$ cat src/rtl/btn_pulse_array_pkg.sv
// Shared constants and helpers for the button debounce / pulse array.
`timescale 1us/1ns
package btn_pkg;

    localparam int EDGE_RISE = 0;
    localparam int EDGE_FALL = 1;
    localparam int EDGE_BOTH = 2;

    function automatic int idx_w(input int n);
        return (n <= 2) ? 1 : $clog2(n);
    endfunction

endpackage

$ cat src/rtl/btn_pulse_array_if.sv
// Button bundle: raw inputs in, debounced levels and event strobes out.
`timescale 1us/1ns
interface btn_pulse_array_if
    import btn_pkg::*;
#(
    parameter int N_CH  = 2,
    parameter int IDX_W = idx_w(N_CH)
) ();

    logic [N_CH-1:0]  btn_in;
    logic [N_CH-1:0]  btn_level;
    logic [N_CH-1:0]  btn_pulse;
    logic             any_pulse;
    logic [IDX_W-1:0] pulse_idx;
    logic             collision;

    modport master (
        output btn_in,
        input  btn_level, btn_pulse, any_pulse, pulse_idx, collision
    );

    modport slave (
        input  btn_in,
        output btn_level, btn_pulse, any_pulse, pulse_idx, collision
    );

endinterface

$ cat src/rtl/btn_pulse_array_debounce_ch.sv
// One debounce channel: 2-FF synchroniser, stability counter, level and pulse.
`timescale 1us/1ns
module debounce_ch
    import btn_pkg::*;
#(
    parameter int STABLE_CNT = 3,
    parameter int EDGE_MODE  = EDGE_RISE
) (
    input  logic clk_200H,
    input  logic reset,
    input  logic i_btn,
    output logic o_level,
    output logic o_pulse
);

    localparam int CNT_W = $clog2(STABLE_CNT + 1);
    localparam logic [CNT_W-1:0] LAST = CNT_W'(STABLE_CNT - 1);

    logic             r_s1;
    logic             r_s2;
    logic             r_lvl;
    logic             r_pulse;
    logic [CNT_W-1:0] r_cnt;
    logic             w_fire;

    // r_s2 is the level about to be accepted, so it tells rise from fall
    assign w_fire = (EDGE_MODE == EDGE_BOTH)
                 || ((EDGE_MODE == EDGE_RISE) == r_s2);

    always_ff @(posedge clk_200H) begin
        if (reset) begin
            r_s1    <= 1'b0;
            r_s2    <= 1'b0;
            r_lvl   <= 1'b0;
            r_pulse <= 1'b0;
            r_cnt   <= '0;
        end else begin
            r_s1    <= i_btn;
            r_s2    <= r_s1;
            r_pulse <= 1'b0;
            if (r_s2 == r_lvl) begin
                r_cnt <= '0;
            end else if (r_cnt == LAST) begin
                r_lvl   <= r_s2;
                r_cnt   <= '0;
                r_pulse <= w_fire;
            end else begin
                r_cnt <= r_cnt + 1'b1;
            end
        end
    end

    assign o_level = r_lvl;
    assign o_pulse = r_pulse;

endmodule

$ cat src/rtl/btn_pulse_array.sv
// N-channel debouncer with merged strobe, lowest-index encoder and collision flag.
`timescale 1us/1ns
module btn_pulse_array
    import btn_pkg::*;
#(
    parameter int N_CH       = 2,
    parameter int STABLE_CNT = 3,
    parameter int EDGE_MODE  = EDGE_RISE
) (
    input  logic            clk_200H,
    input  logic            reset,
    btn_pulse_array_if.slave bus
);

    localparam int IDX_W = idx_w(N_CH);

    logic [N_CH-1:0]  w_level;
    logic [N_CH-1:0]  w_pulse;
    logic [IDX_W-1:0] w_idx;

    for (genvar i = 0; i < N_CH; i++) begin : g_ch
        debounce_ch #(
            .STABLE_CNT (STABLE_CNT),
            .EDGE_MODE  (EDGE_MODE)
        ) u_ch (
            .clk_200H (clk_200H),
            .reset    (reset),
            .i_btn    (bus.btn_in[i]),
            .o_level  (w_level[i]),
            .o_pulse  (w_pulse[i])
        );
    end

    // scan high to low so the lowest pulsing channel wins
    always_comb begin
        w_idx = '0;
        for (int i = N_CH - 1; i >= 0; i--) begin
            if (w_pulse[i]) w_idx = IDX_W'(i);
        end
    end

    assign bus.btn_level = w_level;
    assign bus.btn_pulse = w_pulse;
    assign bus.any_pulse = |w_pulse;
    assign bus.pulse_idx = w_idx;
    assign bus.collision = |(w_pulse & (w_pulse - 1'b1));

endmodule

$ cat src/flat_wrapper.sv
// flat-port wrapper written by rule: the top's interface ports become plain ports
module btn_pulse_array_flat import btn_pkg::*;
#(
    parameter int N_CH       = 2,
    parameter int STABLE_CNT = 3,
    parameter int EDGE_MODE  = EDGE_RISE
)
  (clk_200H, reset, bus_btn_in, bus_btn_level, bus_btn_pulse, bus_any_pulse, bus_pulse_idx, bus_collision);
  btn_pulse_array_if #(.N_CH(N_CH)) bus_i ();
  input  logic clk_200H;
  input  logic reset;
  input wire logic [$bits(bus_i.btn_in)-1:0] bus_btn_in;
  output wire logic [$bits(bus_i.btn_level)-1:0] bus_btn_level;
  output wire logic [$bits(bus_i.btn_pulse)-1:0] bus_btn_pulse;
  output wire logic [$bits(bus_i.any_pulse)-1:0] bus_any_pulse;
  output wire logic [$bits(bus_i.pulse_idx)-1:0] bus_pulse_idx;
  output wire logic [$bits(bus_i.collision)-1:0] bus_collision;
  assign bus_i.btn_in = bus_btn_in;
  assign bus_btn_level = bus_i.btn_level;
  assign bus_btn_pulse = bus_i.btn_pulse;
  assign bus_any_pulse = bus_i.any_pulse;
  assign bus_pulse_idx = bus_i.pulse_idx;
  assign bus_collision = bus_i.collision;
  btn_pulse_array #(.N_CH(N_CH), .STABLE_CNT(STABLE_CNT), .EDGE_MODE(EDGE_MODE)) u_core (.clk_200H(clk_200H), .reset(reset), .bus(bus_i));
endmodule
$ cat config.mk
export PLATFORM = sky130hd
export DESIGN_NAME = btn_pulse_array_flat
export DESIGN_NICKNAME = d
export VERILOG_FILES = /design/src/rtl/btn_pulse_array_pkg.sv /design/src/rtl/btn_pulse_array_if.sv /design/src/rtl/btn_pulse_array_debounce_ch.sv /design/src/rtl/btn_pulse_array.sv /design/src/flat_wrapper.sv
export SDC_FILE = /design/constraint.sdc
export NUM_CORES = 1
export LEC_CHECK = 0
export CORE_AREA = 2 2 39 41
export CTS_CLUSTER_SIZE = 12
export DETAILED_ROUTE_END_ITERATION = 16
export DIE_AREA = 0 0 41 43
export PLACE_DENSITY_LB_ADDON = 0.2
export SLEW_MARGIN = 20
export SYNTH_ARGS = -nofsm -noshare
export SYNTH_HDL_FRONTEND = slang
export SYNTH_SLANG_ARGS = --single-unit
$ cat constraint.sdc
create_clock -name clk_200H -period 0.9 [get_ports clk_200H]
set_input_delay 0.09 -clock clk_200H [delete_from_list [all_inputs] [get_ports clk_200H]]
set_output_delay 0.09 -clock clk_200H [all_outputs]
set_load 0.01 [all_outputs]
==> flow_summary.yaml, run 1 <==
# generated from flow reports
power_and_ir_drop:
  pwr-share-seq_pct: 54.8
  p_seq_mw: 0.551
  powerComb_mw: 0.0538
  combPwrFrac_pct: 5.4
  maxPowerGroup: "sequential cells"
  power.density_nw_per_um2: 1470
  leakage_nw: 0.267
  switching_share_pct: 18.5
  ir_drop_uv: 731
  pg_clk_mw: 0.401
  power.switching_mw: 0.186
  p_clk_share_pct: 39.9
  p_int_mw: 0.820
synth:
  synth_cell_types: 14
  yosysMostFrequentCell: "dfxtp_1"
  synthArstFlopShare_pct: 0
  logic_family: "simple AND/OR/NAND/NOR gates"
  ys_warn_count: 0
  ys_seq_elements: 12
  avgSynthCellArea_sq_um: 11.6
  synth-simple-area-share_pct: 24.1
  syn_nets: 46
  common_cells: "dfxtp_1, and2b_2, buf_4, nor4_1"
  synth-edff-count: 0
  ys_sh_aoi_pct: 0
  ys_seq_share_pct: 51.9
  synth.cell_area_sq_um: 463
  synth_chip_area_sq_um: 463
  synth_cells: 40
  ys_cells: 40
  xor_share_pct: 3.78
  ys_sh_mux_pct: 4.32
  area_leaders: "dfxtp_1, and2b_2, buf_4"
  top_area_share_pct: 51.9
  ff_type: "dfxtp_1"
  ys_sh_adder_pct: 5.41
  yosysTopAreaCell: "dfxtp_1"
clocking:
  h-tree-depth: 1
  clk_pin_slew_worst_paths_ns: 0.07
  holdBufCountCts: 0
  cts_buffer_depth: 2
  cts_resized: 38
  tritoncts: "done"
  clk_latency_ns: 0.26
  cts_root_buf: "clkbuf_4"
  numCtsBuffers: 3
  postCtsSetupBuffers: 1
  clock_sinks: 12
finish:
  post-route-cell-area_sq_um: 682
  antennaDiodeCount: 0
  seq_area_sq_um: 248
  multi_input_comb_cells: 21
  design.seq.count: 12
  n_all_buffers: 13
  area_growth_pct: 47.3
  nFillCells: 126
  largest_class: "logic gates"
  clkCellAreaFrac_pct: 5.32
  finalNetCount: 59
  nClkBuffers: 4
  final-comb-area_sq_um: 264
  finish.utilization_pct: 49.3
  drive_above_1_share_pct: 67.3
  comb_share_pct: 38.7
  seq_share_pct: 36.3
  layout_top_cells: "dfxtp_2, dfxtp_1, and2b_2, buf_2, clkbuf_4"
  inverters_excl_clock: 2
placement:
  dp_hpwl_um: 478
  numPortBuffers: 10
  place_area_sq_um: 549
  gp_congestion: 0.601
floorplanning:
  fp.coreArea_sq_um: 1380
  tap-cell-count: 16
  fp-utilization_pct: 33.5
  die_width_um: 41
  die_h_um: 43
  io_pins: 11
  die_area_sq_um: 1760
  rows: 14
sta:
  worst_slew_pin_slew_ns: 0.512
  post-route-min-period_ns: 1.04
  fin_tns_setup_ns: -0.354
  fmax_mhz: 963
  hold_violations: 0
  worst_slack_ns: -0.138
  finalCritPeriodShare_pct: 115
  rsz0062_at_grt: "yes"
  slew_headroom_pct: 65.8
  setup_viol: 7
  clock_skew_ns: 0.000584
  slew_viol_final: 0
routing:
  drt_iter0_drc: 5
  wl_per_cell_um: 10.4
  drtAntennaViolNets: 0
  highest_layer: "met3"
  wl_met2_um: 384
  routed_wl_um: 704
  firstDrtPassIters: 2
  vias: 308
  viasPerCell: 4.53
  wl_met3_um: 41
  drc: 0
  met1_length_um: 278
global_routing:
  grt_pass1_vias: 301
  met2_usage_pct: 15.9
  grt_max_degree: 13
  antenna_found_initial: 0
  grt.total_usage_pct: 10.2
  met3_usage_pct: 4.71
  grt_overflow: 0
  grt-busiest-layer: "met2"
  grt_pass1_wl_um: 1180
  grt_util_met1_pct: 10.6
worst_setup_path:
  critPathSlowestCell: "dfxtp_2"
  rrSetupSlack_ns: -0.03
  rr_worst_depth: 3
  startpoint_type: "flip-flop"
  required_ns: 0.81
  r2r-end: "u_core.g_ch[0].u_ch.r_cnt[1]$_SDFF_PP0_"
  crit_family: "flip-flops"
  crit_fanout: 4
  path_class: "reg2out"
  critPathBufInv: 1
  endpoint_kind: "output pin"
  arrival_ns: 0.95
  endpoint: "bus_any_pulse"
  r2r-start: "u_core.g_ch[0].u_ch.r_cnt[0]$_SDFF_PP0_"
  timing.critical_path.from: "u_core.g_ch[1].u_ch.o_pulse$_SDFF_PP0_"
  path_cells: "or2_4 > buf_6"
  crit_path_max_incr_delay_ns: 0.33
  crit_cells: 2
run_status:
  violations: "setup timing"
  outcome: "complete, but fails checks"
min_path:
  min_to: "u_core.g_ch[0].u_ch.o_level$_SDFFE_PP0P_"
  min_path_cells: 2
  holdCritStartpoint: "reset"
  hold_path.class: "in2reg"
run:
  cap_violations: 0
  warnings: 28
-- run 1: through the flow --
step | total power, mW | setup WS, ns | hold WS [ns] | std cells
after global placement | 0.595 | -0.255 | 0.408 | 62
after floorplan | 0.584 | 0.00270 | 0.232 | 40
after global routing | 1.05 | -0.173 | 0.438 | 68
after detailed placement | 0.598 | -0.298 | 0.412 | 62
final | 1.01 | -0.138 | 0.411 | 68
after CTS | 1.01 | -0.149 | 0.350 | 67
-- run 1: flip-flops by register name (all words and copies together), names as in the netlist --
name	count
u_core.g_ch.u_ch.o_level	2
u_core.g_ch.u_ch.o_pulse	2
u_core.g_ch.u_ch.r_cnt	4
u_core.g_ch.u_ch.r_s1	2
u_core.g_ch.u_ch.r_s2	2
run_1/cell_classes.png
Fill, decap, tap and diode cells in gray.
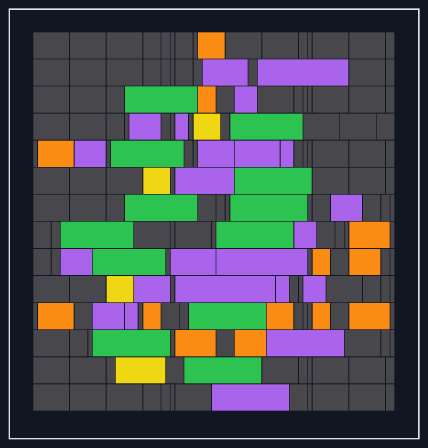
clock drivers and dummy loads -> yellow  # cells 4, share of their area 5.5%
all other logic -> purple  # cells 23, share of their area 41%
other buffers and delay cells -> orange  # cells 13, share of their area 16%
flip-flops -> green  # cells 12, share of their area 37%

run_1/met3.png
Bar = 10 um.
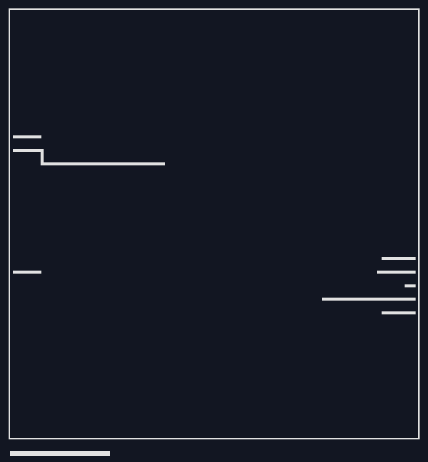
wire length on this layer = 41.1 um
nets with wire on the layer = 8

run_1/met2.png
Cells faint in the background.
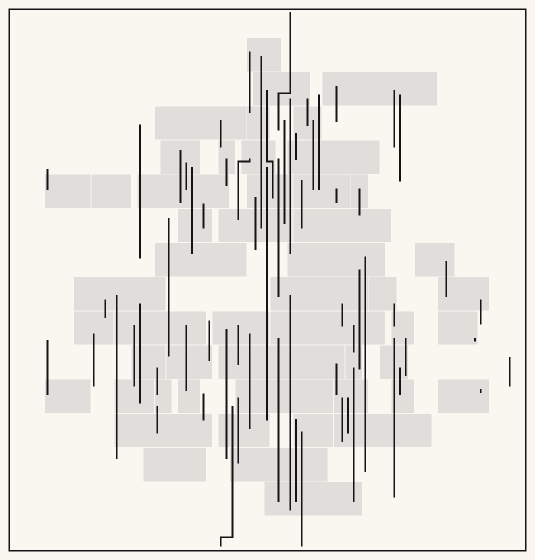
nets with wire on the layer = 55
wire length on this layer = 385 um
share of all routed wire = 55%
longest straight run = 20.1 um

run_1/port_nets.png
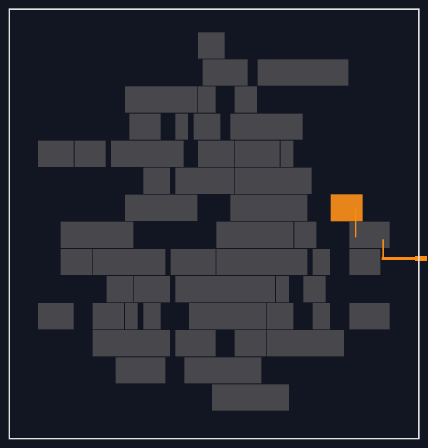

==> run 2: changes to the inputs <==
--- a/config.mk
+++ b/config.mk
@@ -5,10 +5,10 @@
 export SDC_FILE = /design/constraint.sdc
 export NUM_CORES = 1
 export LEC_CHECK = 0
-export CORE_AREA = 2 2 39 41
+export ABC_CLOCK_PERIOD_IN_PS = 900
+export CORE_UTILIZATION = 28
 export CTS_CLUSTER_SIZE = 12
 export DETAILED_ROUTE_END_ITERATION = 16
-export DIE_AREA = 0 0 41 43
 export PLACE_DENSITY_LB_ADDON = 0.2
 export SLEW_MARGIN = 20
 export SYNTH_ARGS = -nofsm -noshare
run_2/port_nets.png
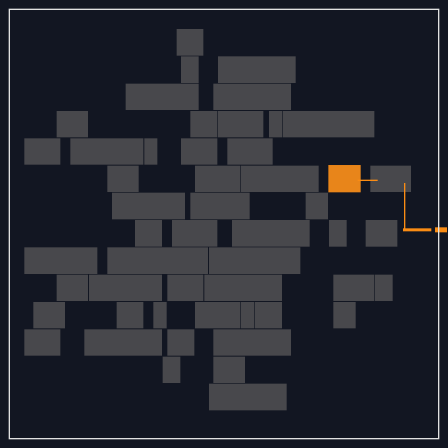
bus_any_pulse -> orange  # bits 1, direction output, end cells 1, buffers 1, wire 9.00 um
# IOs: 11
PortBufs: 10

==> run 2 against run 1 <==
- the flow still finishes with violations (setup timing)
- combinational power decreased by 3%
- flip-flop count is the same
- sequential power hardly changed
- cell area shrank 2.8%
- synthesized cell count unchanged
- largest cell class unchanged
- largest power group unchanged
- highest routed layer is now met4
==> flow_summary.yaml, run 2 <==
# generated from flow reports
run_status:
  outcome: "complete, but fails checks"
  violations: "setup timing"
floorplanning:
  rows: 14
  die_width_um: 42.7
  tap-cell-count: 16
  die_h_um: 42.7
  fp-utilization_pct: 30.4
  die_area_sq_um: 1820
  fp.coreArea_sq_um: 1520
finish:
  nClkBuffers: 3
  largest_register_ffs: 4
  nFillCells: 154
  final-comb-area_sq_um: 262
  stdcell_count: 67
  clkCellAreaFrac_pct: 3.40
  layout_top_cells: "dfxtp_2, dfxtp_1, and2b_2, buf_2"
  area_growth_pct: 43.2
  multi_input_comb_cells: 21
  finalNetCount: 59
  mostFrequentLayoutCell: "dfxtp_2"
  inverters_excl_clock: 2
  seq_share_pct: 37.5
  n_all_buffers: 13
  regMostFlops: "u_core.g_ch.u_ch.r_cnt"
  largest_class: "logic gates"
  design.seq.count: 12
  finish.utilization_pct: 43.5
  drive_above_1_share_pct: 70.6
  seq_area_sq_um: 249
  antennaDiodeCount: 0
  comb_share_pct: 39.4
  post-route-cell-area_sq_um: 663
routing:
  met1_length_um: 272
  wl_met2_um: 313
  highest_layer: "met4"
  routed_wl_um: 634
  drt_iter0_drc: 2
  wl_met3_um: 40
  wl_per_cell_um: 9.46
  viasPerCell: 4.57
  drc: 0
  drtAntennaViolNets: 0
  firstDrtPassIters: 2
power_and_ir_drop:
  powerComb_mw: 0.0520
  power_mw: 0.901
  combPwrFrac_pct: 5.8
  p_int_mw: 0.728
  p_clk_share_pct: 33.2
  pg_clk_mw: 0.299
  pwr-share-seq_pct: 61.1
  ir_drop_uv: 758
  p_seq_mw: 0.550
  leakage_nw: 0.260
  power.density_nw_per_um2: 1360
  power.switching_mw: 0.173
  switching_share_pct: 19.2
sta:
  finalCritPeriodShare_pct: 114
  rsz0062_at_grt: "yes"
  worst_slew_pin_slew_ns: 0.477
  setup_viol: 5
  fin_tns_setup_ns: -0.264
  fmax_mhz: 972
  hold_violations: 0
  holdWs_ns: 0.405
  slew_viol_final: 0
  slew_headroom_pct: 68.2
  worst_slack_ns: -0.128
synth:
  synth_cells: 40
  synth_chip_area_sq_um: 463
  logic_family: "simple AND/OR/NAND/NOR gates"
  ys_sh_mux_pct: 4.32
  yosysMostFrequentCell: "dfxtp_1"
  avgSynthCellArea_sq_um: 11.6
  ys_seq_share_pct: 51.9
  ys_cells: 40
  synth_cell_types: 14
  synth-edff-count: 0
  syn_nets: 46
  yosysTopAreaCell: "dfxtp_1"
  synth.cell_area_sq_um: 463
  ys_warn_count: 0
  top_area_share_pct: 51.9
  common_cells: "dfxtp_1, and2b_2, buf_4, nor4_1"
  synth-simple-area-share_pct: 24.1
  ys_seq_elements: 12
  xor_share_pct: 3.78
  synthArstFlopShare_pct: 0
  ff_type: "dfxtp_1"
  ys_sh_aoi_pct: 0
global_routing:
  antenna_found_initial: 0
  met3_usage_pct: 2.98
  grt_pass1_vias: 289
  grt_util_met1_pct: 9.02
  grt_pass1_wl_um: 1120
  grt-busiest-layer: "met2"
  grt.total_usage_pct: 8.75
  grt_overflow: 0
  grt_max_degree: 13
run:
  cap_violations: 0
  warnings: 28
placement:
  place_area_sq_um: 549
  place_inst: 62
  pre_cts_ws_ns: -0.281
  gp_congestion: 0.575
worst_setup_path:
  startpoint_type: "flip-flop"
  path_cells: "or2_4 > buf_6"
  critPathBufInv: 1
  arrival_ns: 0.94
  crit_path_max_incr_delay_ns: 0.33
  crit_family: "flip-flops"
  crit_fanout: 4
  critPathSlowestCell: "dfxtp_2"
  path_class: "reg2out"
  required_ns: 0.81
clocking:
  numCtsBuffers: 3
  clk_pin_slew_worst_paths_ns: 0.06
  cts_resized: 38
  cts_root_buf: "clkbuf_4"
  tritoncts: "done"
  holdBufCountCts: 0
  cts_buffer_depth: 2
  clk_latency_ns: 0.26
  postCtsSetupBuffers: 1
  clock_sinks: 12
  h-tree-depth: 1
min_path:
  hold_path.class: "in2reg"
run_2/met2.png
Cells faint in the background.
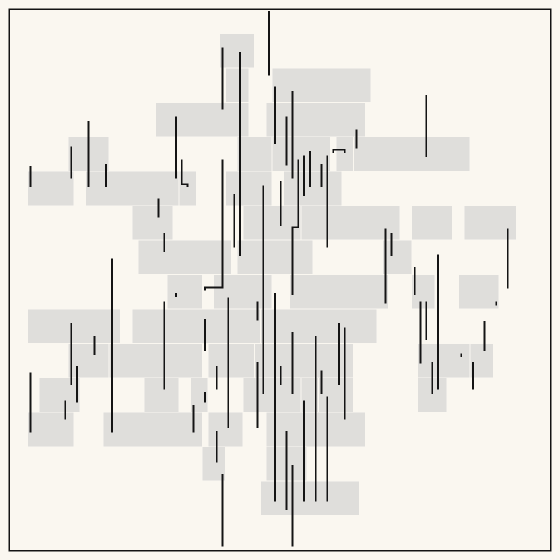
main direction = vertical
longest straight run = 16.3 um
nets with wire on the layer = 50
share of all routed wire = 49%
wire length on this layer = 313 um
routed vias: 306
grt met2 use: 13.0%

run 2: cell counts after synthesis:
No cell type changed its count.
run 2: final timing paths:
check | slack [ns] | end | cells past startpoint | from
worst max-delay path | -0.13 | bus_any_pulse | 2 | u_core.g_ch[1].u_ch.o_pulse$_SDFF_PP0_
worst min register to register | 0.42 | u_core.g_ch[1].u_ch.r_cnt[0]$_SDFF_PP0_ | 1 | u_core.g_ch[1].u_ch.r_cnt[0]$_SDFF_PP0_
worst max register to register | 0 | u_core.g_ch[0].u_ch.o_level$_SDFFE_PP0P_ | 4 | u_core.g_ch[0].u_ch.r_cnt[0]$_SDFF_PP0_
worst min-delay path | 0.41 | u_core.g_ch[0].u_ch.o_level$_SDFFE_PP0P_ | 2 | reset
run_2/met3.png
Bar = 10 um.
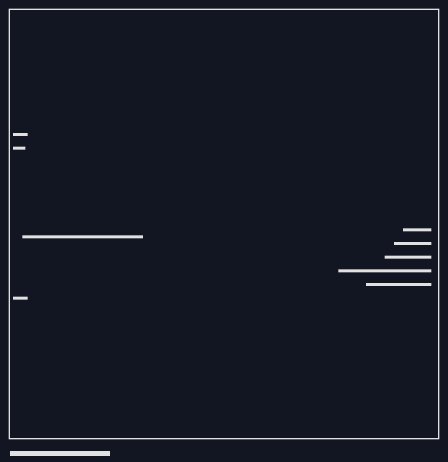

==> run 3: changes to the inputs <==
--- a/config.mk
+++ b/config.mk
@@ -9,8 +9,10 @@
 export CORE_UTILIZATION = 28
 export CTS_CLUSTER_SIZE = 12
 export DETAILED_ROUTE_END_ITERATION = 16
+export GPL_ROUTABILITY_DRIVEN = 0
 export PLACE_DENSITY_LB_ADDON = 0.2
 export SLEW_MARGIN = 20
 export SYNTH_ARGS = -nofsm -noshare
 export SYNTH_HDL_FRONTEND = slang
+export SYNTH_HIERARCHICAL = 1
 export SYNTH_SLANG_ARGS = --single-unit
run_3/met3.png
Bar = 10 um.
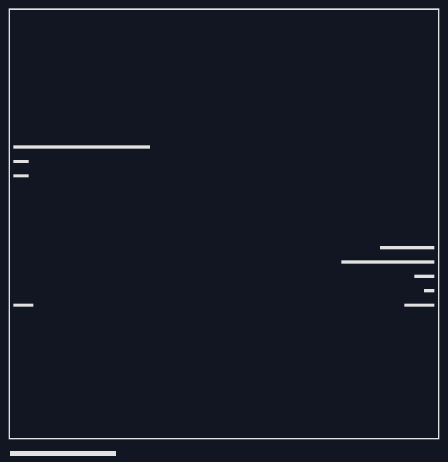
final WL: 677 um
routed vias: 304
grt met3 use: 3.33%

run_3/met2.png
Cells faint in the background.
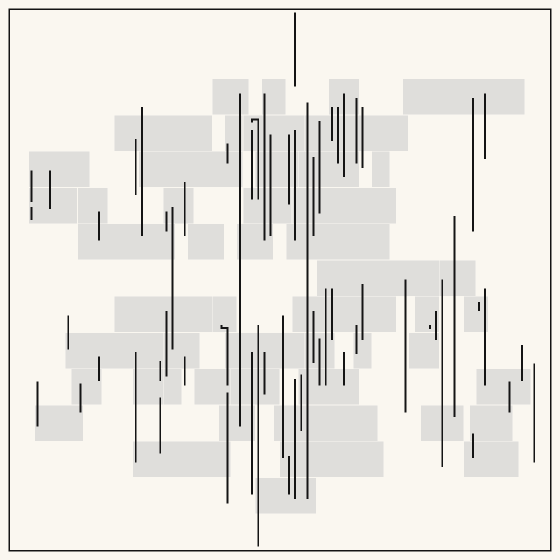
longest straight run = 29.6 um
wire length on this layer = 379 um
share of all routed wire = 56%
nets with wire on the layer = 55

==> run 3 against run 2 <==
- largest power group unchanged
- first-iteration DRC count down 50%
- flip-flop count stayed put
- critical endpoint unchanged
- the run still ends with setup timing left
- critical path type unchanged
- clock-buffer cell count unchanged
==> flow_summary.yaml, run 3 <==
# generated from flow reports
worst_setup_path:
  startpoint_type: "flip-flop"
  crit_fanout: 4
  rrSetupSlack_ns: 0.01
  r2r-start: "u_core/g_ch[1].u_ch/r_cnt[0]$_SDFF_PP0_"
  crit_path_max_incr_delay_ns: 0.33
  path_cells: "or2_1 > buf_2"
  timing.critical_path.from: "u_core/g_ch[0].u_ch/o_pulse$_SDFF_PP0_"
  required_ns: 0.81
  arrival_ns: 0.93
run_status:
  outcome: "complete, but fails checks"
  violations: "setup timing"
routing:
  highest_layer: "met3"
  wl_met3_um: 34
  wl_met2_um: 378
  drt_iter0_drc: 1
  met1_length_um: 263
  viasPerCell: 4.61
  drc: 0
  drtAntennaViolNets: 0
clocking:
  holdBufCountCts: 0
  h-tree-depth: 1
  clock_sinks: 12
  tritoncts: "done"
finish:
  seq_area_sq_um: 249
  inverters_excl_clock: 2
  largest_register_ffs: 4
  final-comb-area_sq_um: 213
  n_all_buffers: 13
  finish.utilization_pct: 46.2
sta:
  rsz0062_at_grt: "yes"
  setup_viol: 4
  worst_slack_ns: -0.121
  fmax_mhz: 980
synth:
  synth_cell_types: 12
  yosysMostFrequentCell: "dfxtp_1"
  ys_warn_count: 6
  syn_nets: 41
  xor_share_pct: 4.22
  ys_sh_mux_pct: 4.82
  avgSynthCellArea_sq_um: 11.9
  ys_seq_share_pct: 57.8
  ys_seq_elements: 12
  ys_cells: 35
  synth.cell_area_sq_um: 415
global_routing:
  grt-busiest-layer: "met2"
  grt_pass1_vias: 284
  met2_usage_pct: 17.5
  grt_pass1_wl_um: 1060
  grt_overflow: 0
  grt_max_degree: 11
  grt_util_met1_pct: 10.8
power_and_ir_drop:
  leakage_nw: 0.255
placement:
  numPortBuffers: 10
  place_area_sq_um: 557
min_path:
  holdCritStartpoint: "reset"
  hold_path.class: "in2reg"
floorplanning:
  die_h_um: 40.5
  fp-utilization_pct: 31.1
  die_area_sq_um: 1640
  tap-cell-count: 15
run 3: cell count changes in the layout (fill, tap and decap cells not counted), sizes merged:
cell	change
clkdlybuf4s15	-1
dlymetal6s2s	+1
and2b	-3
nor2b	+3
dlygate4sd2	-1
buf	+1
run 3: worst paths after layout:
kind                                                   end  cells after the start
setup reg to reg  u_core/g_ch[1].u_ch/o_level$_SDFFE_PP0P_                      4
hold / removal         u_core/g_ch[1].u_ch/r_s1$_SDFF_PP0_                      2
hold reg to reg    u_core/g_ch[0].u_ch/r_cnt[0]$_SDFF_PP0_                      1
setup / recovery                             bus_any_pulse                      2
run 3: report_power, final:
part           internal [mW]  switching, mW  total, mW
clock                  0.154          0.151      0.305
combinational         0.0270         0.0170     0.0439
sequential             0.542        0.00613      0.549
total                  0.724          0.174      0.898
Power figures rest on the tool's default switching activity, not on a simulated workload.
